<file path="src/rtl/bka8.sv">
// bka8: 8-bit unsigned adder built on a Brent-Kung parallel-prefix carry tree.
// The sum and carry-out are purely combinational; a registered copy of both
// is also provided, cleared asynchronously by an active-low reset.

module bka8 (
    input  logic       clk,
    input  logic       rst_n,
    input  logic [7:0] a,
    input  logic [7:0] b,
    output logic [7:0] s,
    output logic       cout,
    output logic [7:0] s_r,
    output logic       cout_r
);

    // Bit-level generate and propagate terms.
    logic [7:0] g;
    logic [7:0] p;

    // Up-sweep level 1 group terms.
    // (1:0) only ever feeds a gray cell, so its propagate is never needed.
    logic g_1_0;
    logic g_3_2, p_3_2;
    logic g_5_4, p_5_4;
    logic g_7_6, p_7_6;

    // Up-sweep level 2 group terms.
    logic g_3_0;
    logic g_7_4, p_7_4;

    // Up-sweep level 3 group term.
    logic g_7_0;

    // Down-sweep level 1 group term.
    logic g_5_0;

    // Down-sweep level 2 group terms.
    logic g_2_0;
    logic g_4_0;
    logic g_6_0;

    // Carry into each bit position; carry[0] is the implicit zero carry-in.
    logic [8:0] carry;

    assign g = a & b;
    assign p = a ^ b;

    // Level 1: pairwise groups. Black cells where the group propagate is
    // still needed further up the tree, gray cell for the group anchored at 0.
    assign g_1_0 = g[1] | (p[1] & g[0]);
    assign g_3_2 = g[3] | (p[3] & g[2]);
    assign p_3_2 = p[3] & p[2];
    assign g_5_4 = g[5] | (p[5] & g[4]);
    assign p_5_4 = p[5] & p[4];
    assign g_7_6 = g[7] | (p[7] & g[6]);
    assign p_7_6 = p[7] & p[6];

    // Level 2: four-bit groups.
    assign g_3_0 = g_3_2 | (p_3_2 & g_1_0);
    assign g_7_4 = g_7_6 | (p_7_6 & g_5_4);
    assign p_7_4 = p_7_6 & p_5_4;

    // Level 3: full-width group, which is the carry-out.
    assign g_7_0 = g_7_4 | (p_7_4 & g_3_0);

    // Down-sweep level 1: fill in the six-bit prefix.
    assign g_5_0 = g_5_4 | (p_5_4 & g_3_0);

    // Down-sweep level 2: fill in the remaining odd-length prefixes.
    assign g_2_0 = g[2] | (p[2] & g_1_0);
    assign g_4_0 = g[4] | (p[4] & g_3_0);
    assign g_6_0 = g[6] | (p[6] & g_5_0);

    // Carry into bit i+1 is the group generate over bits i..0.
    assign carry = {g_7_0, g_6_0, g_5_0, g_4_0, g_3_0, g_2_0, g_1_0, g[0], 1'b0};

    assign s    = p ^ carry[7:0];
    assign cout = carry[8];

    // Registered copy of the sum, cleared immediately when reset is asserted.
    always_ff @(posedge clk or negedge rst_n) begin
        if (!rst_n) begin
            s_r    <= 8'h00;
            cout_r <= 1'b0;
        end else begin
            s_r    <= s;
            cout_r <= cout;
        end
    end

endmodule

</file>
<file path="config.mk">
export PLATFORM = sky130hd
export DESIGN_NAME = bka8
export DESIGN_NICKNAME = d
export VERILOG_FILES = /design/src/rtl/bka8.sv
export SDC_FILE = /design/constraint.sdc
export NUM_CORES = 1
export LEC_CHECK = 0
export CORE_MARGIN = 2
export CORE_UTILIZATION = 33
export CTS_CLUSTER_SIZE = 28
export DETAILED_ROUTE_END_ITERATION = 10
export PLACE_DENSITY = 0.74
export SKIP_CTS_REPAIR_TIMING = 1
export SLEW_MARGIN = 15
export SYNTH_ARGS = -nofsm -noshare
export SYNTH_HDL_FRONTEND = slang
export SYNTH_SLANG_ARGS = --single-unit
</file>
<file path="constraint.sdc">
create_clock -name clk -period 3.4 [get_ports clk]
set_input_delay 0.68 -clock clk [delete_from_list [all_inputs] [get_ports clk]]
set_output_delay 0.68 -clock clk [all_outputs]
set_load 0.01 [all_outputs]
</file>
**The metal 1 layer**

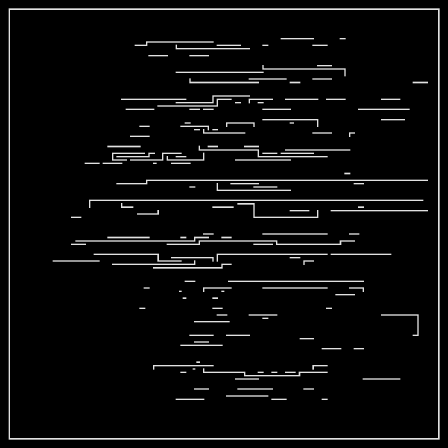
wire length on this layer	514 µm
nets with wire on the layer	93
main direction	horizontal
share of all routed wire	46%

**M2 wires**

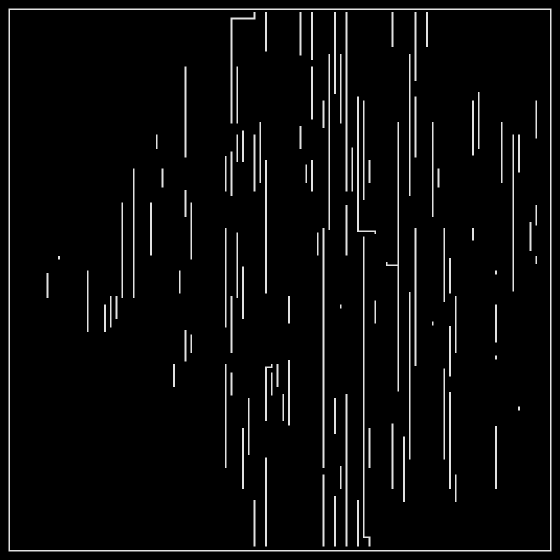
nets with wire on the layer	98
longest straight run	24.0 µm

**M3 wires**

The bar under the picture is 10 µm long. Cells faint in the background.
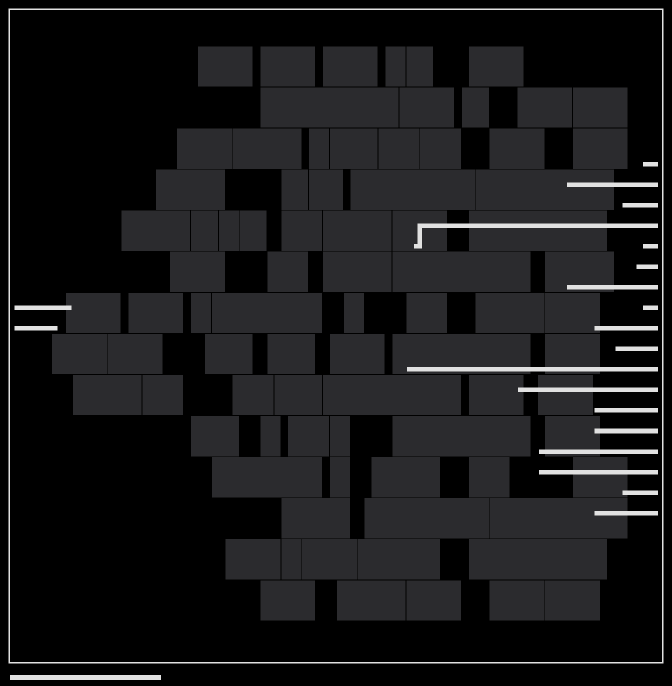
main direction	horizontal
longest straight run	16.3 µm
nets with wire on the layer	20

==> out/qor.csv <==
stage;metric;value;unit
timing;clock period minus worst slack;3240;ps
synthesis;Post-synth regs;9;
drt;highest routed layer;met3;
timing;hold slack;713;ps
synthesis;ys flop type;dfrtp_1;
floorplan;Floorplan Utilization;34.4;%
timing;Fmax;308;MHz
drt;metal1 wirelength;513;µm
status;status;finished clean;
floorplan;Die ar.;1860;µm²
clock_tree;H-tree Lvls;1;
synthesis;Post-synth area hogs;dfrtp_1, ha_1, fa_1;
cells_and_area;Largest regs;s_r: 8 flops, cout_r: 1 flops;
synthesis;XOR Share, Synth;5.19;%
cells_and_area;max FFs per register;8;
drt;met2 wire len;513;µm
worst_setup_path;Critical Path AT;2560;ps
worst_setup_path;Crit Path Max Fanout;2;
synthesis;ys async rst share;100;%
synthesis;Syn Nets;69;
worst_setup_path;startpoint types;primary input;
worst_setup_path;most used cell, CP;fa_2;
synthesis;Distinct cells, synth;13;
drt;total number of vias;432;
drt;DR pass1 iterations;3;
synthesis;Simple-Gate Fraction of Synth Area;1.48;%
clock_tree;Sink Count;9;
place;DP Wirelength;980;µm
clock_tree;Num CTS Buffers;3;
drt;Via density;4.36;
drt;number of remaining DRC errors;0;
global_routing;GR Overflow Total;0;
job;Max-Cap Viols;0;
worst_setup_path;crit path DRT;2720;ps
worst_setup_path;Crit. End Element;primary output;
power breakdown:
| group | total, W | switching, W | internal, W | leakage, nW |
|---|---|---|---|---|
| sequential | 0.000130 | 0.00000458 | 0.000126 | 0.105 |
| combinational | 0.000167 | 0.0000673 | 0.0000995 | 0.362 |
| clock | 0.0000822 | 0.0000370 | 0.0000452 | 0.0150 |
| total | 0.000379 | 0.000109 | 0.000271 | 0.483 |
path summary, 6_finish.rpt:
path | start | endpoint | cells after the start
min in group clk | a[0] | s_r[0] | 2
setup / recovery | b[1] | s[7] | 8
hold / removal | rst_n | s_r[4] | 1
max in group asynchronous | rst_n | s_r[1] | 1
metrics by stage:
| step | setup TNS, ps | instances | setup slack, ps | util, % | area, µm² |
|---|---|---|---|---|---|
| final | 0 | 99 | 157 | 64.5 | 950 |
| after global routing | 0 | 99 | 50.5 | 64.5 | 950 |
| after CTS | -1800 | 98 | -536 | 62.9 | 926 |
| after detailed placement | -1750 | 94 | -517 | 61.1 | 900 |
| after global placement | -1580 | 94 | -478 | 61.1 | 900 |
| after floorplan | 0 | 40 | 472 | - | 507 |
placed cells by master, fill, tap and decap left out, types with 2 or more instances in the layout:
cell             Yosys  layout
inv_1                7       7
dlymetal6s2s_1       0       5
fa_2                 0       2
xnor2_1              2       2
buf_4                0       4
a21oi_1              3       2
ha_1                 7       6
fa_1                 4       2
clkbuf_4             0       3
clkdlybuf4s50_1      0      28
dfrtp_1              9       9
cell type report:
class	instances	area [µm²]
Multi-Input combinational cell	24	269
Sequential cell	9	225
Timing Repair Buffer	39	383
Fill cell	120	522
Inverter	7	26.3
Tap cell	16	20.0
Clock buffer	4	26.3
routing by layer:
layer	vias to the layer above	track usage [%]
met5	-	0
met3	0	4.26
met2	20	18.8
met1	196	18.3
li1	216	-
met4	0	7.27
No activity file was given, so power comes from the tool's default toggle rates.
